**I/O nets highlighted**

Scale: 6 px per um.
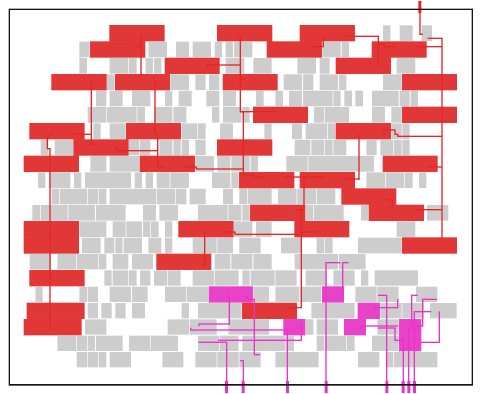
**Sequential cells colored by netlist name**

Scale: 4 px per um.
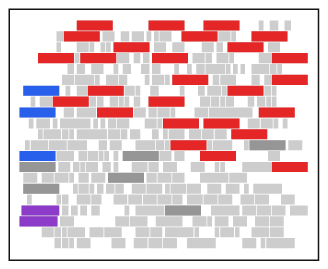
**Cell placement**

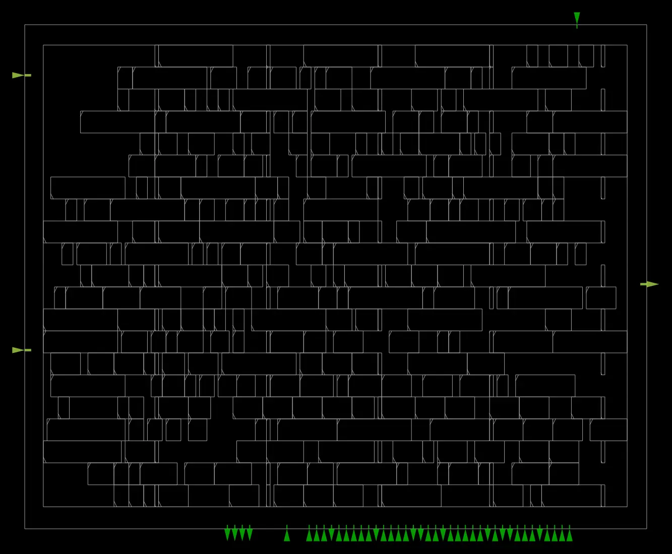
===== src/rtl/game_pkg.sv =====
// Shared definitions for the game flow controller and the renderers it arbitrates.
package game_pkg;

  localparam int unsigned SECS_W = 3;
  localparam int unsigned RGB_W  = 8;

  typedef enum logic [1:0] {
    ST_START   = 2'd0,
    ST_PLAY    = 2'd1,
    ST_RESPAWN = 2'd2,
    ST_OVER    = 2'd3
  } state_e;

  localparam logic [RGB_W-1:0] BG_RGB          = 8'h00;
  // Key colour renderers treat as "no pixel" when generating their *_on flags.
  localparam logic [RGB_W-1:0] TRANSPARENT_RGB = 8'b01011101;

endpackage


===== src/rtl/sec_timer.sv =====
// Per-state seconds timer: cycle counter, one-cycle tick on wrap, saturating seconds count.
module sec_timer
  import game_pkg::*;
#(
  parameter int unsigned CLK_HZ = 50000000
) (
  input  logic              clk,
  input  logic              rst,
  input  logic              clr,
  output logic              sec_tick,
  output logic [SECS_W-1:0] secs,
  output logic              wrap_c
);

  localparam int unsigned      CYC_W   = (CLK_HZ > 1) ? $clog2(CLK_HZ) : 1;
  localparam logic [CYC_W-1:0] CYC_MAX = CYC_W'(CLK_HZ - 1);

  logic [CYC_W-1:0]  r_cyc;
  logic [SECS_W-1:0] r_secs;
  logic              r_tick;

  assign wrap_c   = (r_cyc == CYC_MAX);
  assign sec_tick = r_tick;
  assign secs     = r_secs;

  // Clear wins over a coincident wrap so the new state starts from zero.
  always_ff @(posedge clk or negedge rst) begin
    if (!rst) begin
      r_cyc  <= '0;
      r_secs <= '0;
      r_tick <= 1'b0;
    end else if (clr) begin
      r_cyc  <= '0;
      r_secs <= '0;
      r_tick <= 1'b0;
    end else if (wrap_c) begin
      r_cyc  <= '0;
      r_tick <= 1'b1;
      if (r_secs != '1) begin
        r_secs <= r_secs + SECS_W'(1);
      end
    end else begin
      r_cyc  <= r_cyc + CYC_W'(1);
      r_tick <= 1'b0;
    end
  end

endmodule


===== src/rtl/game_flow_ctrl.sv =====
// Game screen sequencer: START/PLAY/RESPAWN/OVER flow, lives count and
// per-pixel arbitration of the renderer overlays into one VGA colour.
module game_flow_ctrl
  import game_pkg::*;
#(
  parameter int unsigned CLK_HZ       = 50000000,
  parameter int unsigned START_SECS   = 5,
  parameter int unsigned RESPAWN_SECS = 1,
  parameter int unsigned OVER_SECS    = 3,
  parameter int unsigned LIVES        = 3
) (
  input  logic             clk,
  input  logic             rst,
  input  logic             btn_start,
  input  logic             player_hit,
  input  logic             start_on,
  input  logic [RGB_W-1:0] start_rgb,
  input  logic             over_on,
  input  logic [RGB_W-1:0] over_rgb,
  input  logic             play_on,
  input  logic [RGB_W-1:0] play_rgb,
  output logic [1:0]       state,
  output logic             play_enable,
  output logic [1:0]       lives,
  output logic             sec_tick,
  output logic [RGB_W-1:0] pixel_rgb
);

  localparam int unsigned       CNT_W       = SECS_W + 1;
  localparam logic [CNT_W-1:0]  START_LIM   = CNT_W'(START_SECS);
  localparam logic [CNT_W-1:0]  RESPAWN_LIM = CNT_W'(RESPAWN_SECS);
  localparam logic [SECS_W-1:0] OVER_LIM    = SECS_W'(OVER_SECS);
  localparam logic [1:0]        LIVES_INIT  = 2'(LIVES);

  state_e            r_state;
  state_e            w_state_nxt;
  logic [1:0]        r_lives;
  logic [1:0]        w_lives_nxt;
  logic              r_play_enable;
  logic              r_btn_d;
  logic              r_btn_armed;
  logic              w_btn_rise;
  logic              w_clr;
  logic              w_wrap;
  logic              w_sec_tick;
  logic [SECS_W-1:0] w_secs;
  logic [CNT_W-1:0]  w_secs_inc;

  sec_timer #(
    .CLK_HZ(CLK_HZ)
  ) u_sec_timer (
    .clk     (clk),
    .rst     (rst),
    .clr     (w_clr),
    .sec_tick(w_sec_tick),
    .secs    (w_secs),
    .wrap_c  (w_wrap)
  );

  // Not armed in the first cycle after reset, so a button held through reset gives no rise.
  assign w_btn_rise = btn_start & ~r_btn_d & r_btn_armed;
  assign w_secs_inc = {1'b0, w_secs} + CNT_W'(1);
  assign w_clr      = (w_state_nxt != r_state);

  // Next-state and lives; timed exits fire on the wrap that completes the last second.
  always_comb begin
    w_state_nxt = r_state;
    w_lives_nxt = r_lives;
    case (r_state)
      ST_START: begin
        if (w_btn_rise || (w_wrap && (w_secs_inc == START_LIM))) begin
          w_state_nxt = ST_PLAY;
          w_lives_nxt = LIVES_INIT;
        end
      end
      ST_PLAY: begin
        if (player_hit) begin
          if (r_lives == 2'd1) begin
            w_state_nxt = ST_OVER;
            w_lives_nxt = 2'd0;
          end else begin
            w_state_nxt = ST_RESPAWN;
            w_lives_nxt = r_lives - 2'd1;
          end
        end
      end
      ST_RESPAWN: begin
        if (w_wrap && (w_secs_inc == RESPAWN_LIM)) begin
          w_state_nxt = ST_PLAY;
        end
      end
      ST_OVER: begin
        w_lives_nxt = 2'd0;
        if (w_btn_rise && (w_secs >= OVER_LIM)) begin
          w_state_nxt = ST_START;
        end
      end
    endcase
  end

  always_ff @(posedge clk or negedge rst) begin
    if (!rst) begin
      r_state       <= ST_START;
      r_lives       <= LIVES_INIT;
      r_play_enable <= 1'b0;
      r_btn_d       <= 1'b0;
      r_btn_armed   <= 1'b0;
    end else begin
      r_state       <= w_state_nxt;
      r_lives       <= w_lives_nxt;
      r_play_enable <= (r_state == ST_PLAY);
      r_btn_d       <= btn_start;
      r_btn_armed   <= 1'b1;
    end
  end

  // Zero-latency overlay priority: start screen, game-over screen, playfield, background.
  always_comb begin
    pixel_rgb = BG_RGB;
    if ((r_state == ST_START) && start_on) begin
      pixel_rgb = start_rgb;
    end else if ((r_state == ST_OVER) && over_on) begin
      pixel_rgb = over_rgb;
    end else if ((r_state != ST_START) && play_on) begin
      pixel_rgb = play_rgb;
    end
  end

  assign state       = r_state;
  assign play_enable = r_play_enable;
  assign lives       = r_lives;
  assign sec_tick    = w_sec_tick;

endmodule

===== config.mk =====
export PLATFORM = sky130hd
export DESIGN_NAME = game_flow_ctrl
export DESIGN_NICKNAME = d
export VERILOG_FILES = /design/src/rtl/game_pkg.sv /design/src/rtl/sec_timer.sv /design/src/rtl/game_flow_ctrl.sv
export SDC_FILE = /design/constraint.sdc
export NUM_CORES = 1
export LEC_CHECK = 0
export CORE_ASPECT_RATIO = 0.8
export CORE_MARGIN = 2
export CORE_UTILIZATION = 51
export CTS_CLUSTER_SIZE = 28
export DETAILED_ROUTE_END_ITERATION = 10
export PLACE_DENSITY = 0.77
export REMOVE_ABC_BUFFERS = 1
export SLEW_MARGIN = 0
export SYNTH_ARGS = -nofsm -noshare
export SYNTH_HDL_FRONTEND = slang
export SYNTH_SLANG_ARGS = --single-unit

===== constraint.sdc =====
create_clock -name clk -period 2.68 [get_ports clk]
set_input_delay 0.804 -clock clk [delete_from_list [all_inputs] [get_ports clk]]
set_output_delay 0.804 -clock clk [all_outputs]
set_load 0.05 [all_outputs]

==> impl_results.rst <==
Physical design figures
=======================

.. list-table::
   :header-rows: 1

   * - Metric
     - Value
   * - Avg Synthesized Cell Area
     - 9.28 um^2
   * - Via count
     - 1,878
   * - Count of warning messages emitted by the tools
     - 28
   * - Post-placement worst setup slack
     - -585 ps
   * - Count of library flops with an enable pin
     - 0
   * - Number of cells upsized or downsized after cts
     - 15
   * - Seq/Total Area, Yosys
     - 0.428
   * - Syn-to-layout area delta
     - 35.4%
   * - Time the worst path needs with I/O delays and setup
     - 2670 ps
   * - Area share of and-or/or-and cells after synthesis
     - 0.108
   * - Placed inst area
     - 2770 um^2
   * - Leading register cell type out of synthesis
     - sky130_fd_sc_hd__dfrtp_1
   * - Proportion of layout cells with a drive suffix above 1
     - 0.137
   * - Number of buffers created by CTS
     - 5
   * - Worst vdd ir
     - 0.000355 V
   * - FMAX
     - 375 MHz
   * - Result of the run
     - finished clean
   * - Met3 track demand over resource
     - 0.0407
   * - Largest area contributor in the synthesized netlist
     - sky130_fd_sc_hd__dfrtp_1
   * - Commonest cells after routing, fill and taps aside
     - sky130_fd_sc_hd__nor2_1 (36), sky130_fd_sc_hd__dfrtp_1 (35), sky130_fd_sc_hd__clkdlybuf4s50_1 (27)
   * - Commonest cells in the synthesized netlist
     - sky130_fd_sc_hd__nor2_1 (37), sky130_fd_sc_hd__dfrtp_1 (35), sky130_fd_sc_hd__inv_1 (17)
   * - Cell Pwr Density
     - 405 nW/um^2
   * - Setup slack, reg-to-reg
     - 440 ps
   * - Most area-consuming cells after synthesis
     - sky130_fd_sc_hd__dfrtp_1 (40%), sky130_fd_sc_hd__nor2_1 (6.4%), sky130_fd_sc_hd__xnor2_1 (4.8%)
   * - Clock skew after layout
     - 9.51 ps
   * - 1st-pass router iterations
     - 5
   * - Hold path startpoint
     - u_sec_timer.r_cyc[0]$_DFF_PN0_
   * - Vertical die dimension
     - 62.4 um
   * - Area fraction in and, or, nand and nor cells after synthesis
     - 0.258
   * - Die X
     - 76.9 um
   * - Root Driver
     - sky130_fd_sc_hd__clkbuf_8
   * - Post-route cell area
     - 2940 um^2
   * - Setup repair after global routing missed its margin
     - true
   * - Count of cells along the worst register-to-register path
     - 5
   * - Clock net sink count
     - 37
   * - Combined buffer and inverter count along the critical path
     - 4
   * - Clk latency late pin
     - 290 ps
   * - Crit path top cell by count
     - sky130_fd_sc_hd__buf_6
   * - Critical path cell sequence
     - buf_6 -> and3_4 -> buf_6 -> a222oi_1 -> inv_1 -> buf_12
   * - Netlist Area Pre-Place
     - 2170 um^2
   * - Cell at the slowest stage of the critical path
     - sky130_fd_sc_hd__a222oi_1
   * - Critical path data arrival time
     - 1860 ps
   * - TritonCTS clock tree
     - built
   * - Smallest setup slack after layout
     - 11.9 ps
   * - Adder Area Share
     - 0.0346
   * - Relative slew slack
     - 0.447
   * - Std-Cell Core Area
     - 4130 um^2
   * - Async S/R FF share, synth
     - 1.00
   * - Kind of critical path
     - in -> out
   * - Max-slew violation count
     - 0
Back to the opening pictures, 'I/O nets highlighted':
[red] `rst` | bits: 1 | direction: input | end cells: 37 | buffers: 1 | wire: 279 um
[magenta] `over_rgb` | bits: 8 | direction: input | end cells: 8 | buffers: 8 | wire: 197 um
# IOs: 45
IO buf count: 44

Back to the opening pictures, 'sequential cells colored by netlist name':
[red] `u_sec_timer.r_cyc` | flops: 26
[blue] `u_sec_timer.secs` | flops: 3
[purple] `lives` | flops: 2
proportion of cell area occupied by registers: 0.316
power drawn by the sequential cells: 560 uW
final core utilization: 0.713
storage element area: 928 um^2

Back to the opening pictures, 'cell placement':
final cell count without fillers: 342
total number of sequential cells: 37

-- how the worst max path moves through the flow --
stage	startpoint	slack [ps]	cells after the start	to
4_1_cts	over_on	6	6	pixel_rgb[1]
3_5_place_dp	start_on	-580	5	pixel_rgb[1]
2_1_floorplan	state[0]$_DFF_PN0_	6	4	pixel_rgb[0]
6_report	over_on	10	6	pixel_rgb[1]
5_1_grt	over_on	-60	6	pixel_rgb[1]
3_3_place_gp	start_on	-570	5	pixel_rgb[2]
-- metal layers --
layer  part of all wire  up-vias  routed length (um)
met5                  0        -                   0
met4              0.011        0                  59
met3              0.026        6                 134
met2               0.50       29                2560
met1               0.46      918                2380
li1                   -      925                   -
-- area by class of cell --
type | instances | area [um^2] | area share
clock inverter | 2 | 37.5 | 0.0128
timing repair buffer | 52 | 596 | 0.203
sequential | 37 | 928 | 0.316
inverter | 17 | 63.8 | 0.0217
clock buffer | 6 | 82.6 | 0.0281
multi-input combinational | 171 | 1160 | 0.395
tap | 57 | 71.3 | 0.0243
-- worst register-to-register path, stage by stage (launching register included) --
cell	delay, ps
sky130_fd_sc_hd__dfrtp_1	420
sky130_fd_sc_hd__or4b_1	500
sky130_fd_sc_hd__or4_4	490
sky130_fd_sc_hd__nor2_1	170
sky130_fd_sc_hd__a31o_2	420
sky130_fd_sc_hd__nor2_1	100
-- registers in the layout, indices dropped and copies added (netlist names) --
signal	cells
lives	2
play_enable	1
r_btn_armed	1
r_btn_d	1
state	2
u_sec_timer.r_cyc	26
u_sec_timer.sec_tick	1
u_sec_timer.secs	3
-- power breakdown --
part / total, mW / switching [mW] / internal [mW]
registers: 0.560 / 0.000286 / 0.560
clock network: 0.506 / 0.203 / 0.303
logic: 0.124 / 0.0557 / 0.0683
total: 1.19 / 0.259 / 0.930
Power is estimated from default activity; no workload was simulated.
